run_1/pdn.png
Drawn at 1.5 px/um. Pins as bars on the die edge.
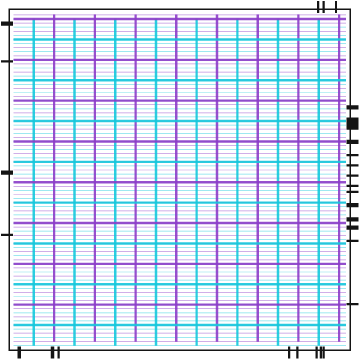
run_1/final_congestion.png
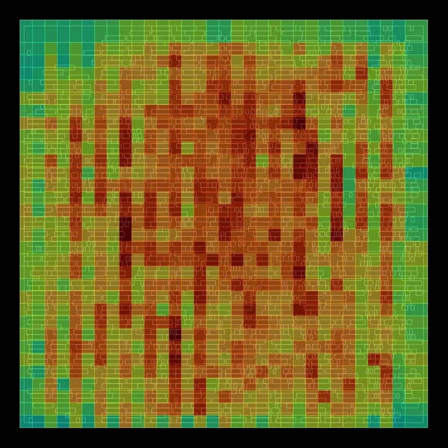
run_1/cell_classes.png
Drawn at 2 px/um. Fill, decap, tap and diode cells in gray.
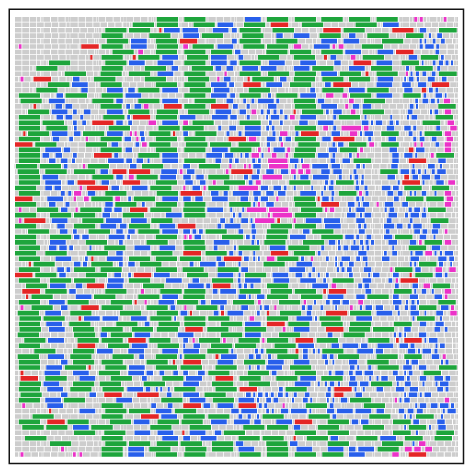
## config.mk

```make
export PLATFORM = sky130hd
export DESIGN_NAME = maxpool2x2_stream_ctrl_flat
export DESIGN_NICKNAME = d
export VERILOG_FILES = /design/src/rtl/lenet_pkg.sv /design/src/rtl/maxpool2x2_stream_ctrl_if.sv /design/src/rtl/maxpool2x2_stream_ctrl_maxpool2x2.sv /design/src/rtl/maxpool2x2_stream_ctrl.sv /design/src/flat_wrapper.sv
export SDC_FILE = /design/constraint.sdc
export NUM_CORES = 1
export LEC_CHECK = 0
export CELL_PAD_IN_SITES_DETAIL_PLACEMENT = 1
export CELL_PAD_IN_SITES_GLOBAL_PLACEMENT = 2
export CORE_MARGIN = 2
export CORE_UTILIZATION = 50
export DETAILED_ROUTE_END_ITERATION = 8
export GPL_TIMING_DRIVEN = 0
export PLACE_DENSITY_LB_ADDON = 0.1
export SLEW_MARGIN = 25
export SYNTH_ARGS = -nofsm -noshare
export SYNTH_HDL_FRONTEND = slang
export SYNTH_SLANG_ARGS = --single-unit
export TNS_END_PERCENT = 20
```

## constraint.sdc

```tcl
create_clock -name clk -period 21.5 [get_ports clk]
set_clock_uncertainty 0.15 [all_clocks]
set_input_delay 2.15 -clock clk [delete_from_list [all_inputs] [get_ports clk]]
set_output_delay 2.15 -clock clk [all_outputs]
set_load 0.02 [all_outputs]
```

## src/rtl/lenet_pkg.sv

```systemverilog
// ============================================================================
// Module : lenet_pkg
// Brief  : Shared LeNet feature-map constants and the pooling sequencer states.
// Rev    : 1.0
// ============================================================================
`default_nettype none

package lenet_pkg;

  localparam int unsigned N_DEFAULT = 16;

  // Plane sizes feeding the two pooling layers (C1 -> S2, C3 -> S4)
  localparam int unsigned C1_W = 28;
  localparam int unsigned C1_H = 28;
  localparam int unsigned C3_W = 10;
  localparam int unsigned C3_H = 10;

  typedef enum logic [1:0] {
    IDLE  = 2'd0,
    EVEN  = 2'd1,
    ODD   = 2'd2,
    DRAIN = 2'd3
  } pool_state_e;

endpackage

`default_nettype wire

```

## src/rtl/maxpool2x2_stream_ctrl_if.sv

```systemverilog
// ============================================================================
// Module : maxpool2x2_stream_ctrl_if
// Brief  : Frame control plus pixel-in / pooled-out valid-ready streams.
// Rev    : 1.0
// ============================================================================
`default_nettype none

interface maxpool2x2_stream_ctrl_if
  import lenet_pkg::*;
#(
  parameter int unsigned N = N_DEFAULT
) ();

  logic         start;
  logic         busy;
  logic         done;
  logic         in_valid;
  logic         in_ready;
  logic [N-1:0] in_data;
  logic         out_valid;
  logic         out_ready;
  logic [N-1:0] out_data;
  logic         out_last;

  // Master is the frame source / result sink; slave is the sequencer.
  modport master (
    output start, in_valid, in_data, out_ready,
    input  busy, done, in_ready, out_valid, out_data, out_last
  );

  modport slave (
    input  start, in_valid, in_data, out_ready,
    output busy, done, in_ready, out_valid, out_data, out_last
  );

endinterface

`default_nettype wire

```

## src/rtl/maxpool2x2_stream_ctrl_maxpool2x2.sv

```systemverilog
// ============================================================================
// Module : maxpool2x2
// Brief  : Combinational unsigned max of a 2x2 block packed top-left first.
// Rev    : 1.0
// ============================================================================
`default_nettype none

module maxpool2x2
  import lenet_pkg::*;
#(
  parameter int unsigned N = N_DEFAULT
) (
  input  logic [4*N-1:0] blk_in,
  output logic [N-1:0]   max_out
);

  logic [N-1:0] w_top_max;
  logic [N-1:0] w_bot_max;

  always_comb begin
    w_top_max = (blk_in[4*N-1 -: N] >= blk_in[3*N-1 -: N]) ? blk_in[4*N-1 -: N] : blk_in[3*N-1 -: N];
    w_bot_max = (blk_in[2*N-1 -: N] >= blk_in[N-1 -: N])   ? blk_in[2*N-1 -: N] : blk_in[N-1 -: N];
    max_out   = (w_top_max >= w_bot_max) ? w_top_max : w_bot_max;
  end

endmodule

`default_nettype wire

```

## src/rtl/maxpool2x2_stream_ctrl.sv

```systemverilog
// ============================================================================
// Module : maxpool2x2_stream_ctrl
// Brief  : Streams a plane row-major, buffers even rows, pools 2x2 blocks.
// Rev    : 1.0
// ============================================================================
`default_nettype none

module maxpool2x2_stream_ctrl
  import lenet_pkg::*;
#(
  parameter int unsigned N     = N_DEFAULT,
  parameter int unsigned IMG_W = C1_W,
  parameter int unsigned IMG_H = C1_H
) (
  input  logic                      clk,
  input  logic                      rst_n,
  maxpool2x2_stream_ctrl_if.slave   pool_if
);

  localparam int unsigned CW = $clog2(IMG_W);
  localparam int unsigned RW = $clog2(IMG_H);

  if ((IMG_W < 2) || ((IMG_W % 2) != 0)) begin : g_bad_img_w
    $error("maxpool2x2_stream_ctrl: IMG_W must be even and >= 2");
  end
  if ((IMG_H < 2) || ((IMG_H % 2) != 0)) begin : g_bad_img_h
    $error("maxpool2x2_stream_ctrl: IMG_H must be even and >= 2");
  end

  pool_state_e   r_state;
  logic [CW-1:0] r_col;
  logic [RW-1:0] r_row;
  logic [N-1:0]  r_left;
  logic [N-1:0]  r_out_data;
  logic          r_out_valid;
  logic          r_out_last;
  logic          r_busy;
  logic          r_done;
  logic [N-1:0]  linebuf [IMG_W];

  logic          w_in_ready;
  logic          w_in_fire;
  logic          w_new_res;
  logic          w_col_end;
  logic          w_row_end;
  logic [CW-1:0] w_col_pair;
  logic [4*N-1:0] w_block;
  logic [N-1:0]  w_pool_max;

  // One-entry output register: a pixel may enter whenever the slot is free or draining.
  assign w_in_ready = ((r_state == EVEN) || (r_state == ODD)) && (!r_out_valid || pool_if.out_ready);
  assign w_in_fire  = pool_if.in_valid && w_in_ready;
  assign w_col_end  = (r_col == CW'(IMG_W - 1));
  assign w_row_end  = (r_row == RW'(IMG_H - 1));
  assign w_new_res  = w_in_fire && (r_state == ODD) && r_col[0];
  assign w_col_pair = r_col - CW'(1);
  assign w_block    = {linebuf[w_col_pair], linebuf[r_col], r_left, pool_if.in_data};

  maxpool2x2 #(.N(N)) u_maxpool2x2 (
    .blk_in  (w_block),
    .max_out (w_pool_max)
  );

  always_ff @(posedge clk) begin
    if (w_in_fire && (r_state == EVEN)) begin
      linebuf[r_col] <= pool_if.in_data;
    end
  end

  always_ff @(posedge clk or negedge rst_n) begin
    if (!rst_n) begin
      r_state     <= IDLE;
      r_col       <= '0;
      r_row       <= '0;
      r_left      <= '0;
      r_out_data  <= '0;
      r_out_valid <= 1'b0;
      r_out_last  <= 1'b0;
      r_busy      <= 1'b0;
      r_done      <= 1'b0;
    end else begin
      r_done <= 1'b0;

      if (w_new_res) begin
        r_out_data  <= w_pool_max;
        r_out_valid <= 1'b1;
        r_out_last  <= w_row_end && w_col_end;
      end else if (pool_if.out_ready) begin
        r_out_valid <= 1'b0;
        r_out_last  <= 1'b0;
      end

      case (r_state)
        IDLE: begin
          if (pool_if.start) begin
            r_state <= EVEN;
            r_row   <= '0;
            r_col   <= '0;
            r_busy  <= 1'b1;
          end
        end
        EVEN: begin
          if (w_in_fire) begin
            if (w_col_end) begin
              r_col   <= '0;
              r_row   <= r_row + RW'(1);
              r_state <= ODD;
            end else begin
              r_col <= r_col + CW'(1);
            end
          end
        end
        ODD: begin
          if (w_in_fire) begin
            if (!r_col[0]) begin
              r_left <= pool_if.in_data;
            end
            if (w_col_end) begin
              r_col <= '0;
              if (w_row_end) begin
                r_row   <= '0;
                r_state <= DRAIN;
              end else begin
                r_row   <= r_row + RW'(1);
                r_state <= EVEN;
              end
            end else begin
              r_col <= r_col + CW'(1);
            end
          end
        end
        DRAIN: begin
          // The final result was loaded on the way in, so its accept ends the frame.
          if (r_out_valid && pool_if.out_ready) begin
            r_done  <= 1'b1;
            r_busy  <= 1'b0;
            r_state <= IDLE;
          end
        end
        default: r_state <= IDLE;
      endcase
    end
  end

  assign pool_if.in_ready  = w_in_ready;
  assign pool_if.out_valid = r_out_valid;
  assign pool_if.out_data  = r_out_data;
  assign pool_if.out_last  = r_out_last;
  assign pool_if.busy      = r_busy;
  assign pool_if.done      = r_done;

endmodule

`default_nettype wire

```

## src/flat_wrapper.sv

```systemverilog
// flat-port wrapper written by rule: the top's interface ports become plain ports
module maxpool2x2_stream_ctrl_flat import lenet_pkg::*;
#(
  parameter int unsigned N     = N_DEFAULT,
  parameter int unsigned IMG_W = C1_W,
  parameter int unsigned IMG_H = C1_H
)
  (clk, rst_n, pool_if_start, pool_if_in_valid, pool_if_in_data, pool_if_out_ready, pool_if_busy, pool_if_done, pool_if_in_ready, pool_if_out_valid, pool_if_out_data, pool_if_out_last);
  maxpool2x2_stream_ctrl_if #(.N(N)) pool_if_i ();
  input  logic clk;
  input  logic rst_n;
  input wire logic [$bits(pool_if_i.start)-1:0] pool_if_start;
  input wire logic [$bits(pool_if_i.in_valid)-1:0] pool_if_in_valid;
  input wire logic [$bits(pool_if_i.in_data)-1:0] pool_if_in_data;
  input wire logic [$bits(pool_if_i.out_ready)-1:0] pool_if_out_ready;
  output wire logic [$bits(pool_if_i.busy)-1:0] pool_if_busy;
  output wire logic [$bits(pool_if_i.done)-1:0] pool_if_done;
  output wire logic [$bits(pool_if_i.in_ready)-1:0] pool_if_in_ready;
  output wire logic [$bits(pool_if_i.out_valid)-1:0] pool_if_out_valid;
  output wire logic [$bits(pool_if_i.out_data)-1:0] pool_if_out_data;
  output wire logic [$bits(pool_if_i.out_last)-1:0] pool_if_out_last;
  assign pool_if_i.start = pool_if_start;
  assign pool_if_i.in_valid = pool_if_in_valid;
  assign pool_if_i.in_data = pool_if_in_data;
  assign pool_if_i.out_ready = pool_if_out_ready;
  assign pool_if_busy = pool_if_i.busy;
  assign pool_if_done = pool_if_i.done;
  assign pool_if_in_ready = pool_if_i.in_ready;
  assign pool_if_out_valid = pool_if_i.out_valid;
  assign pool_if_out_data = pool_if_i.out_data;
  assign pool_if_out_last = pool_if_i.out_last;
  maxpool2x2_stream_ctrl #(.N(N), .IMG_W(IMG_W), .IMG_H(IMG_H)) u_core (.clk(clk), .rst_n(rst_n), .pool_if(pool_if_i));
endmodule
```

==> reports/qor.txt, run 1 <==
H-tree depth - 2
ant diodes - 0
# Cells Yosys - 1496
Pwr Density - 73.0 nW/um2
Largest stage delay, worst path - 760 ps
post_cts resized - 0
Bufs and invs on worst path - 12
vias - 15721
hold_buf cts - 0
R2R depth - 30
I/O pin cnt - 42
RR Endpoint - u_core.pool_if.out_data[7]$_DFFE_PN0P_
status - completed
Post-DRT Antenna Nets - 0
floorplan net count - 1575
Mapped Area - 24700 um2
worst slew pin tran - 1110 ps
cell type with the largest total area - edfxtp_1
Iteration-0 DRC Markers - 1776
Final Critical Period - 10720 ps
area added between synthesis and finish - 14.1%
Initial Utilization - 50.6%
list of most frequent post-synthesis cells - edfxtp_1 (448), mux4_2 (196), mux2i_1 (110)
Worst setup SP type - flop
Crit path max-delay family - buffers and inverters
gr usage total - 32.2%
Num CTS Buffers - 54
Final TNS setup - 0 ps
die area - 51200 um2
post-DP HPWL - 55.7 mm
synth warn - 0
Final Net Count - 1681
CP required - 21880 ps
leading register cell type out of synthesis - edfxtp_1
period utilization - 49.9%
Synth cell types - 73
Slew HR - 25.8%
Slew Viols, Final - 0
first-pass GRT wire length - 115 mm
Final Hold Viols - 0
Root Driver - clkbuf_16
Setup crit end kind - flop
## Picture notes: pdn.png
Purple stands for VDD. Cyan stands for VSS.
The core has 81 rows. 42 signal pins sit on the boundary. 82 met1 rails follow the rows.
core area: 48800 um2
Peak VDD IR: 0.0758 mV
die extent in y: 226 um
die width: 226 um

## Picture notes: final_congestion.png
M2 GR Usage: 50.0%
global routing usage on met1: 45.1%
met3 Use GR: 7.48%

## Picture notes: cell_classes.png
Blue stands for all other logic, cells 905, share of their area 36%. Green stands for flops, cells 496, share of their area 54%. Red stands for clock drivers and dummy loads, cells 101, share of their area 6.8%. Magenta stands for other buffers and delay cells, cells 145, share of their area 4.1%.
final instance area: 28200 um2
Core Util, Final: 57.8%
# rows: 81
Seq area share: 51.9%

run 1: area by class of cell:
class	instances	area [um2]
fill	4426	20600
sequential	496	14700
multi-input combinational	856	9540
clock buffer	66	1430
tap	664	831
timing repair buffer	50	576
buffer	95	558
clock inverter	35	437
inverter	49	184
run 1: routing by layer:
metal  GRT usage [%]  part of all wire (%)  up-vias
met5               0                 0.016        -
met4            10.9                   3.2        2
met3            7.48                    10      150
met2            50.0                    46      870
met1            45.1                    41     8355
li1                -                     -     6344
run 1: through the flow:
step	hold WS, ps	total power [mW]	util [%]	instance area [um2]	worst slack (ps)
2_1_floorplan	314	1.08	-	24700	14500
3_3_place_gp	330	1.10	53.1	26000	10990
3_5_place_dp	339	1.10	54.0	26400	10790
4_1_cts	358	2.07	57.8	28200	10790
5_1_grt	379	2.10	57.8	28200	10340
6_report	353	2.06	57.8	28200	10780
run 1: registers in the layout, summed over array words and instances (netlist names):
register and flops:
u_core.pool_if.out_data 16, u_core.r_state 2, u_core.pool_if.done 1, u_core.r_col 5, u_core.pool_if.busy 1, u_core.pool_if.out_last 1, u_core.linebuf 448, u_core.pool_if.out_valid 1
u_core.r_row 5, u_core.r_left 16
run 1: power breakdown:
| part | internal, mW | leakage, nW | switching [mW] | total, mW |
|---|---|---|---|---|
| logic | 0.00471 | 4.22 | 0.0228 | 0.0275 |
| registers | 1.05 | 4.66 | 0 | 1.05 |
| clock network | 0.572 | 0.904 | 0.409 | 0.981 |
run 1: cells in the final DEF, fill, tap and decap left out, types with 10 or more instances in the layout:
| cell type | Yosys | routed |
|---|---|---|
| ha_1 | 58 | 58 |
| o22ai_1 | 30 | 30 |
| nor2_4 | 0 | 28 |
| nand2_1 | 74 | 74 |
| clkdlybuf4s50_1 | 0 | 24 |
| nand3_1 | 19 | 19 |
| a22oi_1 | 20 | 20 |
| buf_4 | 26 | 27 |
| nor2b_1 | 10 | 10 |
| o21ai_0 | 24 | 24 |
| mux4_2 | 196 | 196 |
| a211oi_1 | 14 | 14 |
| edfxtp_1 | 448 | 448 |
| clkbuf_16 | 0 | 55 |
| nor3_1 | 46 | 46 |
| nor2_1 | 48 | 20 |
| o221ai_1 | 11 | 11 |
| a21oi_1 | 38 | 38 |
| clkinv_2 | 0 | 12 |
| nand2b_1 | 13 | 13 |
| buf_2 | 19 | 35 |
| dfrtp_1 | 48 | 48 |
| buf_6 | 10 | 10 |
| inv_1 | 46 | 46 |
| mux2i_1 | 110 | 110 |
| clkinv_1 | 1 | 10 |
| clkbuf_1 | 30 | 39 |
| mux2_1 | 34 | 34 |
run 1: worst reg2reg max path, delay by kind of cell, from the launching register on:
kind | cells | cell delay (ps)
buf+inv | 12 | 4290
compound gates | 8 | 2930
mux | 3 | 1250
fa+ha+maj | 3 | 1110
simple gates | 4 | 470
flops | 1 | 410
run 1: logic make-up (layout without fill, tap and decap cells):
group | Yosys count | in the layout | share of synthesized area (%)
flops | 496 | 496 | 59.3
mux | 340 | 340 | 23.9
simple gates | 245 | 245 | 4.84
compound gates | 210 | 210 | 5.95
buf+inv | 144 | 295 | 3.00
fa+ha+maj | 58 | 58 | 2.94
xor+xnor | 3 | 3 | 0.137
run_1/registers.png
Drawn at 2 px/um.
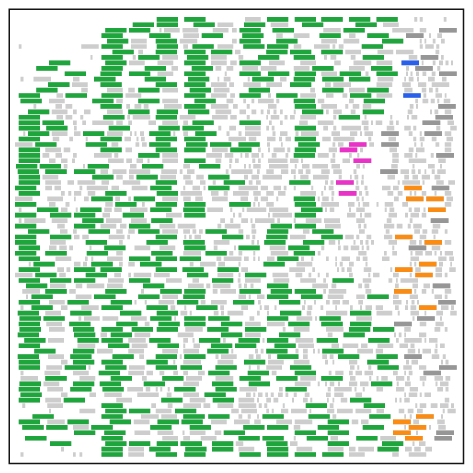

==> run 2, diff against run 1 <==
--- a/config.mk
+++ b/config.mk
@@ -8,7 +8,7 @@
 export CELL_PAD_IN_SITES_DETAIL_PLACEMENT = 1
 export CELL_PAD_IN_SITES_GLOBAL_PLACEMENT = 2
 export CORE_MARGIN = 2
-export CORE_UTILIZATION = 50
+export CORE_UTILIZATION = 43
 export DETAILED_ROUTE_END_ITERATION = 8
 export GPL_TIMING_DRIVEN = 0
 export PLACE_DENSITY_LB_ADDON = 0.1
==> constraint.sdc (replaced) <==
create_clock -name clk -period 8.9 [get_ports clk]
set_clock_uncertainty 0.15 [all_clocks]
set_input_delay 0.89 -clock clk [delete_from_list [all_inputs] [get_ports clk]]
set_output_delay 0.89 -clock clk [all_outputs]
set_load 0.02 [all_outputs]
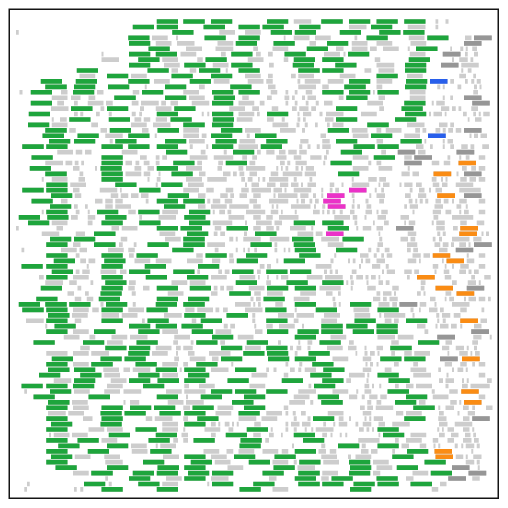
run_2/registers.png
Drawn at 2 px/um.
Blue stands for u_core.r_state, sequential cells 2. Orange stands for u_core.pool_if.out_data, sequential cells 16. Magenta stands for u_core.r_col, sequential cells 5. Green stands for u_core.linebuf, sequential cells 448, where spread over the die.
Another 25 sequential cells are not colored.
Seq area share: 51.0%
P_seq: 2.54 mW
FF/Latch Area: 14700 um2
Core Util, Final: 50.8%

==> reports/qor.txt, run 2 <==
status - completed
R2R depth - 30
Synth cell types - 73
list of most frequent post-synthesis cells - edfxtp_1 (448), mux4_2 (196), mux2i_1 (110)
Logic family by area - multiplexers
most frequent logic cells in the routed design - edfxtp_1 (448), mux4_2 (196), mux2i_1 (104), nand2_1 (74), ha_1 (58)
Peak VDD IR - 0.155 mV
WHS - 345 ps
Final Net Count - 1691
gr usage total - 28.1%
Initial Utilization - 43.7%
Final Critical Period - 8440 ps
max FFs per register - 448
Mapped Area - 24700 um2
Post-DRT Antenna Nets - 0
die area - 59400 um2
DR WL met2 - 37.1 mm
CP required - 9280 ps
Largest stage delay, worst path - 440 ps
initial antenna violation count - 1
Reg with most FFs - u_core.linebuf
DR WL met3 - 8.69 mm
mux share - 23.9%
# fillers - 5279
Post-Synth AOI/OAI Area - 5.95%
worst slew pin tran - 1080 ps
first-pass GRT wire length - 118 mm
die width - 244 um
synth warn - 0
# rows - 87
H-tree depth - 2
leading register cell type out of synthesis - edfxtp_1
core area - 56600 um2
Final Hold Viols - 0
Worst setup SP type - flop
die extent in y - 244 um
Pwr Density - 173 nW/um2
most numerous logic cell after layout - edfxtp_1
Slew Viols, Final - 0
Root Driver - clkbuf_16
final instance area - 28700 um2
Setup crit end kind - flop
floorplan net count - 1575
xor/xnor share - 0.137%
top routing layer in use - met4
Iteration-0 DRC Markers - 1618
post-DP HPWL - 58.0 mm
Simple-Gate Fraction of Synth Area - 4.84%
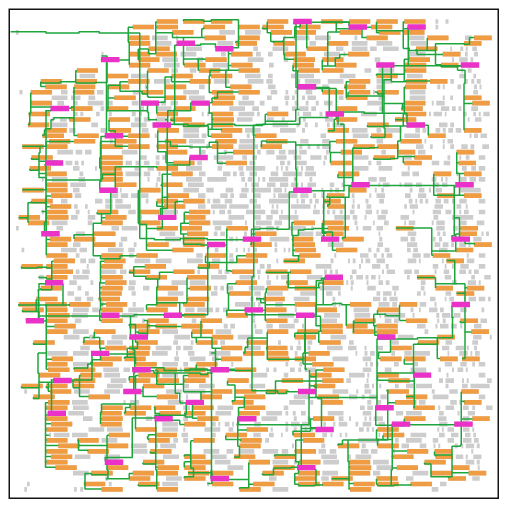
run_2/clock_map.png
Drawn at 2 px/um.
Magenta stands for cells driving clock nets, count 56. Orange stands for flip-flops, count 496. Green stands for clock wires, length 6680 um.
Position of the flops: spread over the die.
Latency at later pin: 640 ps
Clock power frac: 47.7%
Clock group: 2.38 mW

run 2: netlist changes by cell type in the layout (fill, tap and decap cells not counted), moves of 5 or more:
cell,change
buf_2,-7
a211oi_2,+5
mux2i_1,-6
mux2i_2,+5
buf_4,+7
buf_16,+7
a211oi_1,-5
clkbuf_1,-9
run 2: layout make-up:
cell class                      count  area [um2]  share of cell area (%)
Tap cell                          756         946                    3.29
Clock buffer                       68        1460                    5.07
Inverter                           49         185                   0.645
Multi-Input combinational cell    856        9640                    33.5
Clock inverter                     36         415                    1.45
Antenna cell                        1        2.50                 0.00871
Sequential cell                   496       14700                    51.0
Buffer                             92         622                    2.16
Timing Repair Buffer               61         813                    2.83
run 2: worst max path at each step:
stage / from / end / cells past startpoint
floorplan: u_core.r_col[0]$_DFFE_PN0P_ / u_core.pool_if.out_data[6]$_DFFE_PN0P_ / 32
global route: u_core.r_col[1]$_DFFE_PN0P_ / u_core.pool_if.out_data[12]$_DFFE_PN0P_ / 30
finish: u_core.r_col[1]$_DFFE_PN0P_ / u_core.pool_if.out_data[12]$_DFFE_PN0P_ / 30
detailed placement: u_core.r_col[1]$_DFFE_PN0P_ / u_core.pool_if.out_data[6]$_DFFE_PN0P_ / 30
global placement: u_core.r_col[1]$_DFFE_PN0P_ / u_core.pool_if.out_data[6]$_DFFE_PN0P_ / 30
CTS: u_core.r_col[0]$_DFFE_PN0P_ / u_core.pool_if.out_data[12]$_DFFE_PN0P_ / 31
run 2: metal layers:
layer	vias to the layer above	track usage [%]
met1	8140	38.3
met4	0	9.18
met5	-	0
met3	158	9.46
li1	6379	-
met2	748	42.7
run 2: cells by family after synthesis:
logic type               Yosys count
AND-OR/OR-AND                    210
XOR/XNOR                           3
adder cells (fa/ha/maj)           58
buffers and inverters            144
flip-flops                       496
multiplexers                     340
AND/OR/NAND/NOR                  245
run 2: repair_timing:
| action | in CTS | in global routing |
|---|---|---|
| buffers inserted | 2 | 0 |
| hold buffers | 1 | 0 |
| gates resized | 44 | 11 |
| endpoints found under the hold margin | 7 | 0 |
| setup endpoints to repair | 16 | 16 |
| pin swaps | 1 | 0 |
run 2: report_power, final:
| group | total (mW) | internal [mW] | leakage, nW | switching, mW |
|---|---|---|---|---|
| sequential | 2.54 | 2.54 | 4.66 | 0 |
| combinational | 0.0694 | 0.0136 | 4.39 | 0.0558 |
| clock | 2.38 | 1.40 | 0.904 | 0.979 |
run 2: worst max-delay path: cells and delay by family (launching register included):
family / cells / cell delay (ps)
buffers and inverters: 11 / 2710
and+or+nand+nor: 3 / 300
AOI/OAI and AO/OA: 10 / 2640
DFF: 1 / 440
adders and majority gates: 3 / 990
muxes: 3 / 1020
run 2: through the flow:
step / util [%] / cells / setup WS (ps) / TNS [ps] / power, mW
detailed placement: 47.2 / 2310 / -1920 / -29720 / 2.66
global placement: 46.1 / 2293 / -1880 / -29160 / 2.66
floorplan: - / 1496 / 1900 / 0 / 2.60
global route: 50.8 / 2414 / 10.2 / 0 / 5.10
finish: 50.8 / 2415 / 458 / 0 / 4.98
CTS: 50.7 / 2416 / 3.62 / 0 / 5.02
No activity file was given, so power comes from the tool's default toggle rates.
